$ cat config.mk
export PLATFORM = sky130hd
export DESIGN_NAME = sim_sram_burst_seq
export DESIGN_NICKNAME = d
export VERILOG_FILES = /design/src/rtl/sim_sram_pkg.sv /design/src/rtl/sim_sram_rsp_fifo.sv /design/src/rtl/sim_sram_burst_seq.sv
export SDC_FILE = /design/constraint.sdc
export NUM_CORES = 1
export LEC_CHECK = 0
export ABC_AREA = 1
export CAP_MARGIN = 20
export CORE_ASPECT_RATIO = 0.7
export CORE_MARGIN = 5
export CORE_UTILIZATION = 55
export CTS_CLUSTER_DIAMETER = 120
export DETAILED_ROUTE_END_ITERATION = 7
export GPL_TIMING_DRIVEN = 0
export PLACE_DENSITY = 0.88
export SETUP_SLACK_MARGIN = 0.15
export SLEW_MARGIN = 20
export SYNTH_ARGS = -nofsm -noshare
export SYNTH_HDL_FRONTEND = slang
export SYNTH_HIERARCHICAL = 1
export SYNTH_SLANG_ARGS = --single-unit
$ cat constraint.sdc
create_clock -name clk -period 6.83 [get_ports clk]
set_input_delay 1.0245 -clock clk [delete_from_list [all_inputs] [get_ports clk]]
set_output_delay 1.0245 -clock clk [all_outputs]
set_load 0.005 [all_outputs]
$ cat src/rtl/sim_sram_pkg.sv
// Shared types and helpers for the simulation SRAM burst read sequencer.
// Holds the FSM state type, default geometry and the wrap-address helper.
package sim_sram_pkg;

  typedef enum logic [1:0] {
    IDLE  = 2'd0,
    BURST = 2'd1,
    DRAIN = 2'd2
  } state_t;

  localparam int DEF_AW         = 32;
  localparam int DEF_DW         = 32;
  localparam int DEF_LEN_W      = 8;
  localparam int DEF_RD_LAT     = 1;
  localparam int DEF_FIFO_DEPTH = 4;

  // The response buffer must hold every in-flight read plus the beat being presented.
  localparam bit DEF_CFG_OK = (DEF_FIFO_DEPTH >= DEF_RD_LAT + 1);

  function automatic bit cfg_ok(input int depth, input int rd_lat);
    return (rd_lat >= 1) && (depth >= rd_lat + 1) && ((depth & (depth - 1)) == 0);
  endfunction

  // Wrapping burst: the bits under mask count up and roll over, the rest stay fixed.
  function automatic logic [63:0] wrap_addr(input logic [63:0] addr, input logic [63:0] mask);
    return (addr & ~mask) | ((addr + 64'd1) & mask);
  endfunction

endpackage

$ cat src/rtl/sim_sram_rsp_fifo.sv
// Response buffer for the burst sequencer: power-of-two synchronous FIFO
// with an occupancy count that the issue side uses as its credit source.
module sim_sram_rsp_fifo #(
  parameter int W     = 33,
  parameter int DEPTH = 4
) (
  input  logic                     clk,
  input  logic                     rst,
  input  logic                     i_push,
  input  logic [W-1:0]             i_push_data,
  input  logic                     i_pop,
  output logic                     o_valid,
  output logic [W-1:0]             o_data,
  output logic [$clog2(DEPTH):0]   o_count
);

  localparam int PW = $clog2(DEPTH);
  localparam int CW = PW + 1;

  logic [W-1:0]  r_mem [DEPTH];
  logic [PW-1:0] r_wr_ptr;
  logic [PW-1:0] r_rd_ptr;
  logic [CW-1:0] r_count;
  logic          w_full;
  logic          w_wr;
  logic          w_rd;

  assign w_full = (r_count == CW'(DEPTH));
  assign w_rd   = i_pop && (r_count != '0);
  // A pop in the same cycle frees the slot being written.
  assign w_wr   = i_push && (!w_full || w_rd);

  always_ff @(posedge clk) begin
    if (w_wr) begin
      r_mem[r_wr_ptr] <= i_push_data;
    end
  end

  always_ff @(posedge clk or posedge rst) begin
    if (rst) begin
      r_wr_ptr <= '0;
      r_rd_ptr <= '0;
      r_count  <= '0;
    end else begin
      if (w_wr) begin
        r_wr_ptr <= r_wr_ptr + PW'(1);
      end
      if (w_rd) begin
        r_rd_ptr <= r_rd_ptr + PW'(1);
      end
      r_count <= r_count + CW'(w_wr) - CW'(w_rd);
    end
  end

  assign o_valid = (r_count != '0);
  assign o_data  = o_valid ? r_mem[r_rd_ptr] : '0;
  assign o_count = r_count;

endmodule

$ cat src/rtl/sim_sram_burst_seq.sv
// Burst read sequencer: turns one command into sequential (incrementing or
// wrapping) SRAM word reads and returns the data on a valid/ready channel.
module sim_sram_burst_seq
  import sim_sram_pkg::*;
#(
  parameter int AW         = DEF_AW,
  parameter int DW         = DEF_DW,
  parameter int LEN_W      = DEF_LEN_W,
  parameter int RD_LAT     = DEF_RD_LAT,
  parameter int FIFO_DEPTH = DEF_FIFO_DEPTH
) (
  input  logic             clk,
  input  logic             rst,
  input  logic             cmd_valid,
  output logic             cmd_ready,
  input  logic [AW-1:0]    cmd_addr,
  input  logic [LEN_W-1:0] cmd_len,
  input  logic             cmd_wrap,
  output logic             sram_req,
  output logic [AW-1:0]    sram_addr,
  input  logic [DW-1:0]    sram_rdata,
  output logic             rsp_valid,
  input  logic             rsp_ready,
  output logic [DW-1:0]    rsp_data,
  output logic             rsp_last,
  output logic [AW-1:0]    start_addr,
  output logic             busy
);

  localparam int  OCC_W  = $clog2(FIFO_DEPTH) + 1;
  localparam int  CW     = $clog2(FIFO_DEPTH + RD_LAT + 1) + 1;
  // A misconfigured instance never issues, so the fault shows up immediately.
  localparam bit  CFG_OK = cfg_ok(FIFO_DEPTH, RD_LAT);

  state_t           r_state;
  logic [AW-1:0]    r_addr;
  logic [AW-1:0]    r_start;
  logic [LEN_W-1:0] r_remain;
  logic [LEN_W-1:0] r_mask;
  logic             r_wrap;
  logic             r_vld [RD_LAT];
  logic             r_lst [RD_LAT];

  logic             w_cmd_fire;
  logic             w_issue;
  logic             w_pop;
  logic             w_push;
  logic [CW-1:0]    w_inflight;
  logic [CW-1:0]    w_committed;
  logic [OCC_W-1:0] w_occ;
  logic             w_fifo_valid;
  logic [DW:0]      w_fifo_data;
  logic [AW-1:0]    w_next_addr;

  assign cmd_ready  = (r_state == IDLE) && !rst;
  assign w_cmd_fire = cmd_valid && cmd_ready;
  assign w_pop      = w_fifo_valid && rsp_ready;
  assign w_push     = r_vld[RD_LAT-1];

  always_comb begin
    w_inflight = '0;
    for (int i = 0; i < RD_LAT; i++) begin
      w_inflight = w_inflight + CW'(r_vld[i]);
    end
  end

  // Every issued read already owns a FIFO slot; a pop this cycle returns one.
  assign w_committed = w_inflight + CW'(w_occ);
  assign w_issue     = CFG_OK && (r_state == BURST) &&
                       ((w_committed - CW'(w_pop)) < CW'(FIFO_DEPTH));

  assign w_next_addr = r_wrap ? AW'(wrap_addr(64'(r_addr), 64'(r_mask)))
                              : r_addr + AW'(1);

  always_ff @(posedge clk or posedge rst) begin
    if (rst) begin
      r_state  <= IDLE;
      r_addr   <= '0;
      r_start  <= '0;
      r_remain <= '0;
      r_mask   <= '0;
      r_wrap   <= 1'b0;
    end else begin
      case (r_state)
        IDLE: begin
          if (w_cmd_fire) begin
            r_state  <= BURST;
            r_addr   <= cmd_addr;
            r_start  <= cmd_addr;
            r_remain <= cmd_len;
            r_mask   <= cmd_len;
            r_wrap   <= cmd_wrap;
          end
        end
        BURST: begin
          if (w_issue) begin
            r_addr   <= w_next_addr;
            r_remain <= r_remain - LEN_W'(1);
            if (r_remain == '0) begin
              r_state <= DRAIN;
            end
          end
        end
        DRAIN: begin
          if (w_pop && w_fifo_data[0] && (w_occ == OCC_W'(1)) && (w_inflight == '0)) begin
            r_state <= IDLE;
          end
        end
        default: r_state <= IDLE;
      endcase
    end
  end

  // Read-latency shadow of the request strobe; reset drops any late SRAM data.
  always_ff @(posedge clk or posedge rst) begin
    if (rst) begin
      for (int i = 0; i < RD_LAT; i++) begin
        r_vld[i] <= 1'b0;
        r_lst[i] <= 1'b0;
      end
    end else begin
      r_vld[0] <= w_issue;
      r_lst[0] <= w_issue && (r_remain == '0);
      for (int i = 1; i < RD_LAT; i++) begin
        r_vld[i] <= r_vld[i-1];
        r_lst[i] <= r_lst[i-1];
      end
    end
  end

  sim_sram_rsp_fifo #(
    .W     (DW + 1),
    .DEPTH (FIFO_DEPTH)
  ) u_rsp_fifo (
    .clk         (clk),
    .rst         (rst),
    .i_push      (w_push),
    .i_push_data ({sram_rdata, r_lst[RD_LAT-1]}),
    .i_pop       (w_pop),
    .o_valid     (w_fifo_valid),
    .o_data      (w_fifo_data),
    .o_count     (w_occ)
  );

  assign sram_req   = w_issue;
  assign sram_addr  = r_addr;
  assign rsp_valid  = w_fifo_valid;
  assign rsp_data   = w_fifo_data[DW:1];
  assign rsp_last   = w_fifo_data[0];
  assign start_addr = r_start;
  assign busy       = (r_state != IDLE);

endmodule
Fig. 1: the metal 3 layer
(3 px per µm)
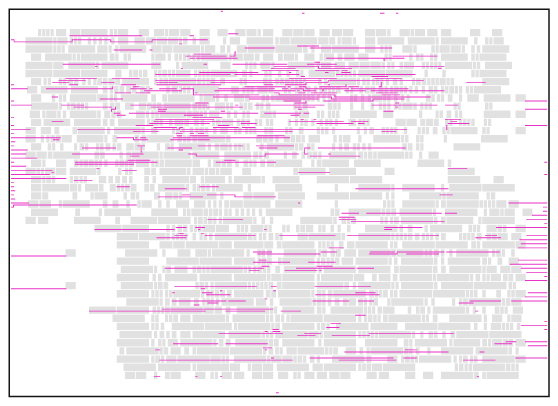
share of all routed wire: 11%
nets with wire on the layer: 251

Fig. 2: track usage over the die
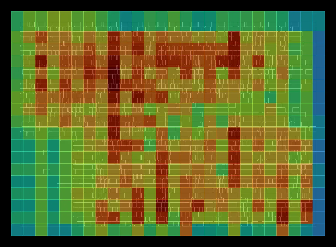
Most Crowded Layer GR: met2
Wirelength per Cell: 17.6 µm

==> run summary <==
impl run done, here's what came out: status finished clean, # fillers 1459, Setup Fix Bufs, Post-CTS 0, WS Path Type in2out, P_sw 0.00235 W, register area 0.00627 mm², fp util 55.8%, Comb area 0.00368 mm², Pint 0.00365 W, final wirelength 31800 µm, fin nets 1610, Combinational Power Share 46.6%, RR Startpoint u_rsp_fifo/o_count[1]$_DFF_PP0_, YS warnings 6, Hold Path Depth 2, Setup Skew 0.00953 ns, period utilisation layout 62.6%, max-cap check violation count 0, Compound Share, Synth 6.07%, CP Launch Type primary input, mux share 0%, area grow syn2layout 26.4%, CTS clk-pin slew, worst paths 0.05 ns, core area 0.0198 mm², Post-Synth Simple-Gate Area 25.0%, slew margin rel. 51.7%, Routed Antenna Nets 0, Longest Clk Path Bufs 3, clock power share 18.6%, RSZ-0062 raised after global routing no, Crit. End Element output pin, FFs w/ async S/R, synth 41.1%, Critical R2R Capture u_rsp_fifo/o_count[2]$_DFF_PP0_, main logic family after synthesis simple AND/OR/NAND/NOR gates, Unique masters post-synth 34, xor/xnor share 0.475%, Pre-antenna DRT Iters 6, Seq share, synth 56.7%, final setup vio count 0, sequential cell fraction of total power 34.8%, hold endpoint start_addr[27]$_DFFE_PP0P_, Pwr Density 429 mW/mm², R2R depth 15, initial drt markers 1192, Synth top cells by count 455 x nand2_1, 221 x inv_1, 132 x edfxtp_1, GP Congestion 1.02, largest net degree at the start of global routing 48, Rows 43, Floorplan Nets 1404, DP Worst Slack 2.61 ns, setup TNS 0 ns, WP data arrival 3.25 ns, tool warnings 30, Power Total 0.00600 W, Post-synth regs 224, Die Height 129 µm, layout cells sized above 1 6.39%, Cell area leaders edfxtp_1 36%, dfrtp_1 21%, nand2_1 15%, hold buffers post-CTS 0, Slew Viols, Final 0, top_reg_cell synth edfxtp_1, required time worst endpoint 5.81 ns, chip area 0.0231 mm², Synth top cell by count nand2_1, vias in the first global route 9544, n_diodes 0, I/O Pins 178, CP max FO 4, Fin. Hold Viols 0, total CTS buffers 22, Period minus WS final 4.27 ns, Root Driver clkbuf_16, Via Count 9807, TritonCTS clock tree yes, H-tree depth 1, Synth Cell Area 0.0111 mm², GRT Overall Usage 26.8%, Worst VDD drop 251 µV, Slew @ Worst Pin 0.723 ns, yosys cell count 1314, cell count after synthesis 1314, initial antenna violation count 0, area share, top type 35.9%, Switching Share 39.2%, clk_lat worst skew 0.50 ns, post-DP HPWL 22800 µm, Remaining DRCs 0, GRT Residual Overflow 0, Post-synth EDFFs 132, leakage power 6.38 nW, IO Port Bufs 177, Peak Freq 234 MHz, Fin Hold WS 0.480 ns, CTS sink cnt 224, Synth Area in Adders 1.54%
Fig. 3: I/O pins on the die edge
(3 px per µm) Pins as bars across the die edge, other pins in grey.
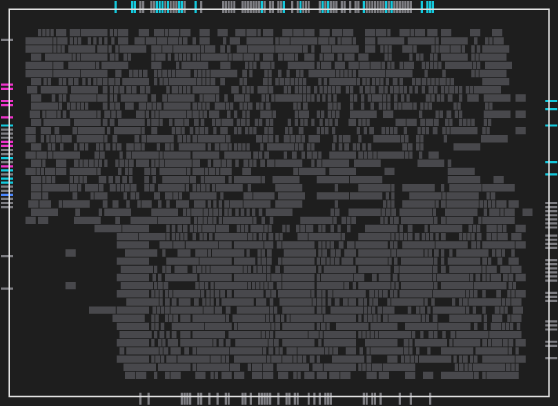
[cyan] start_addr | pins: 32 | direction: output | edge: 22 top, 5 left, 5 right
[magenta] cmd_len | pins: 8 | direction: input | edge: left
[blue] busy | pins: 1 | direction: output | edge: left
all pins by edge: 79 top, 39 bottom, 31 right, 29 left

Fig. 4: wiring heat map
(2 px per µm) 36 x 26 tiles, from dark blue (low) to red (high), scaled to the fullest tile. Values are wire area over tile area, all layers added.
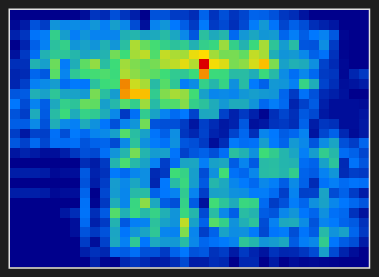
fullest tile: 0.95
tiles over half the peak: 8.5%
nearly empty tiles: 12%
mean over tiles: 0.23
densest ninth of the die: top centre

[power by group through the flow]
stage | Sequential, W | Combinational [W] | Clock [W]
3_5_place_dp | 0.00209 | 0.00274 | 0
2_1_floorplan | 0.00203 | 0.00144 | 0
5_1_grt | 0.00212 | 0.00306 | 0.00119
3_3_place_gp | 0.00208 | 0.00261 | 0
4_1_cts | 0.00207 | 0.00277 | 0.00113
6_report | 0.00209 | 0.00280 | 0.00111
[state kept, by name, summed over array words and instances (netlist names), named ones only]
name / count
u_rsp_fifo/r_rd_ptr: 2
u_rsp_fifo/r_wr_ptr: 2
u_rsp_fifo/r_mem: 132
r_state: 2
u_rsp_fifo/o_count: 3
sram_addr: 25
r_mask: 8
start_addr: 32
r_remain: 8
r_lst: 1
r_vld: 1
r_wrap: 1
[layout by cell type, fill, tap and decap left out, drive strengths merged]
cell	synthesis	layout
nand2	458	458
inv	227	227
clkdlybuf4s50	0	177
edfxtp	132	132
nand3	118	118
dfrtp	92	92
nor2	81	81
o21ai	74	74
buf	37	42
clkbuf	10	40
a21oi	37	37
ha	12	12
clkinv	0	7
o22ai	6	6
o21bai	4	4
xor2	4	4
nand4	4	4
nand3b	3	3
nor3	3	3
o211ai	3	3
or2	2	2
xnor2	2	2
a31oi	1	1
nor3b	1	1
a21boi	1	1
nor4	1	1
clkinvlp	0	1
fa	1	1
[critical path, cell delays in order]
cell	delay [ns]
clkdlybuf4s50_1	0.49
nand2_1	0.05
inv_1	0.13
ha_1	0.16
inv_1	0.04
ha_1	0.28
nand3_1	0.09
nand2_1	0.07
nand2_1	0.05
nand2_1	0.09
nand3_1	0.13
inv_1	0.10
clkdlybuf4s50_1	0.54
[cell type report]
class	instances	area share [%]
Buffer	47	2.02
Clock buffer	30	4.41
Clock inverter	8	0.287
Inverter	227	6.12
Multi-Input combinational cell	816	26.3
Sequential cell	224	44.8
Tap cell	270	2.42
Timing Repair Buffer	182	13.6
[layer usage]
layer / GRT usage [%] / wire, µm / vias to the layer above
li1: - / - / 4548
met1: 38.1 / 13300 / 4566
met2: 41.2 / 14000 / 609
met3: 6.89 / 3530 / 84
met4: 8.20 / 944 / 0
met5: 0 / 0 / -
[kinds of logic (layout without fill, tap and decap cells)]
group,count (synthesis),count (layout)
compound gates,126,126
xor+xnor,6,6
buf+inv,274,494
simple gates,671,671
fa+ha+maj,13,13
flops,224,224
[metrics by stage]
stage                     instance area [µm²]  utilization (%)  std cells
after detailed placement                13300             67.3       1766
after floorplan                         11100                -       1314
after CTS                               14000             70.6       1804
after global routing                    14000             70.6       1804
after global placement                  13200             66.5       1761
final                                   14000             70.6       1804
[how the worst max path moves through the flow]
stage,startpoint,end,slack (ns),cells after the start
floorplan,rsp_ready,u_rsp_fifo/r_mem[0][0]$_DFFE_PP_,3.57,6
global placement,rsp_ready,u_rsp_fifo/r_mem[3][14]$_DFFE_PP_,1.89,7
detailed placement,rsp_ready,sram_req,2.61,13
CTS,rsp_ready,sram_req,2.58,13
global route,rsp_ready,sram_req,2.39,13
finish,rsp_ready,sram_req,2.56,13
No activity file was given, so power comes from the tool's default toggle rates.
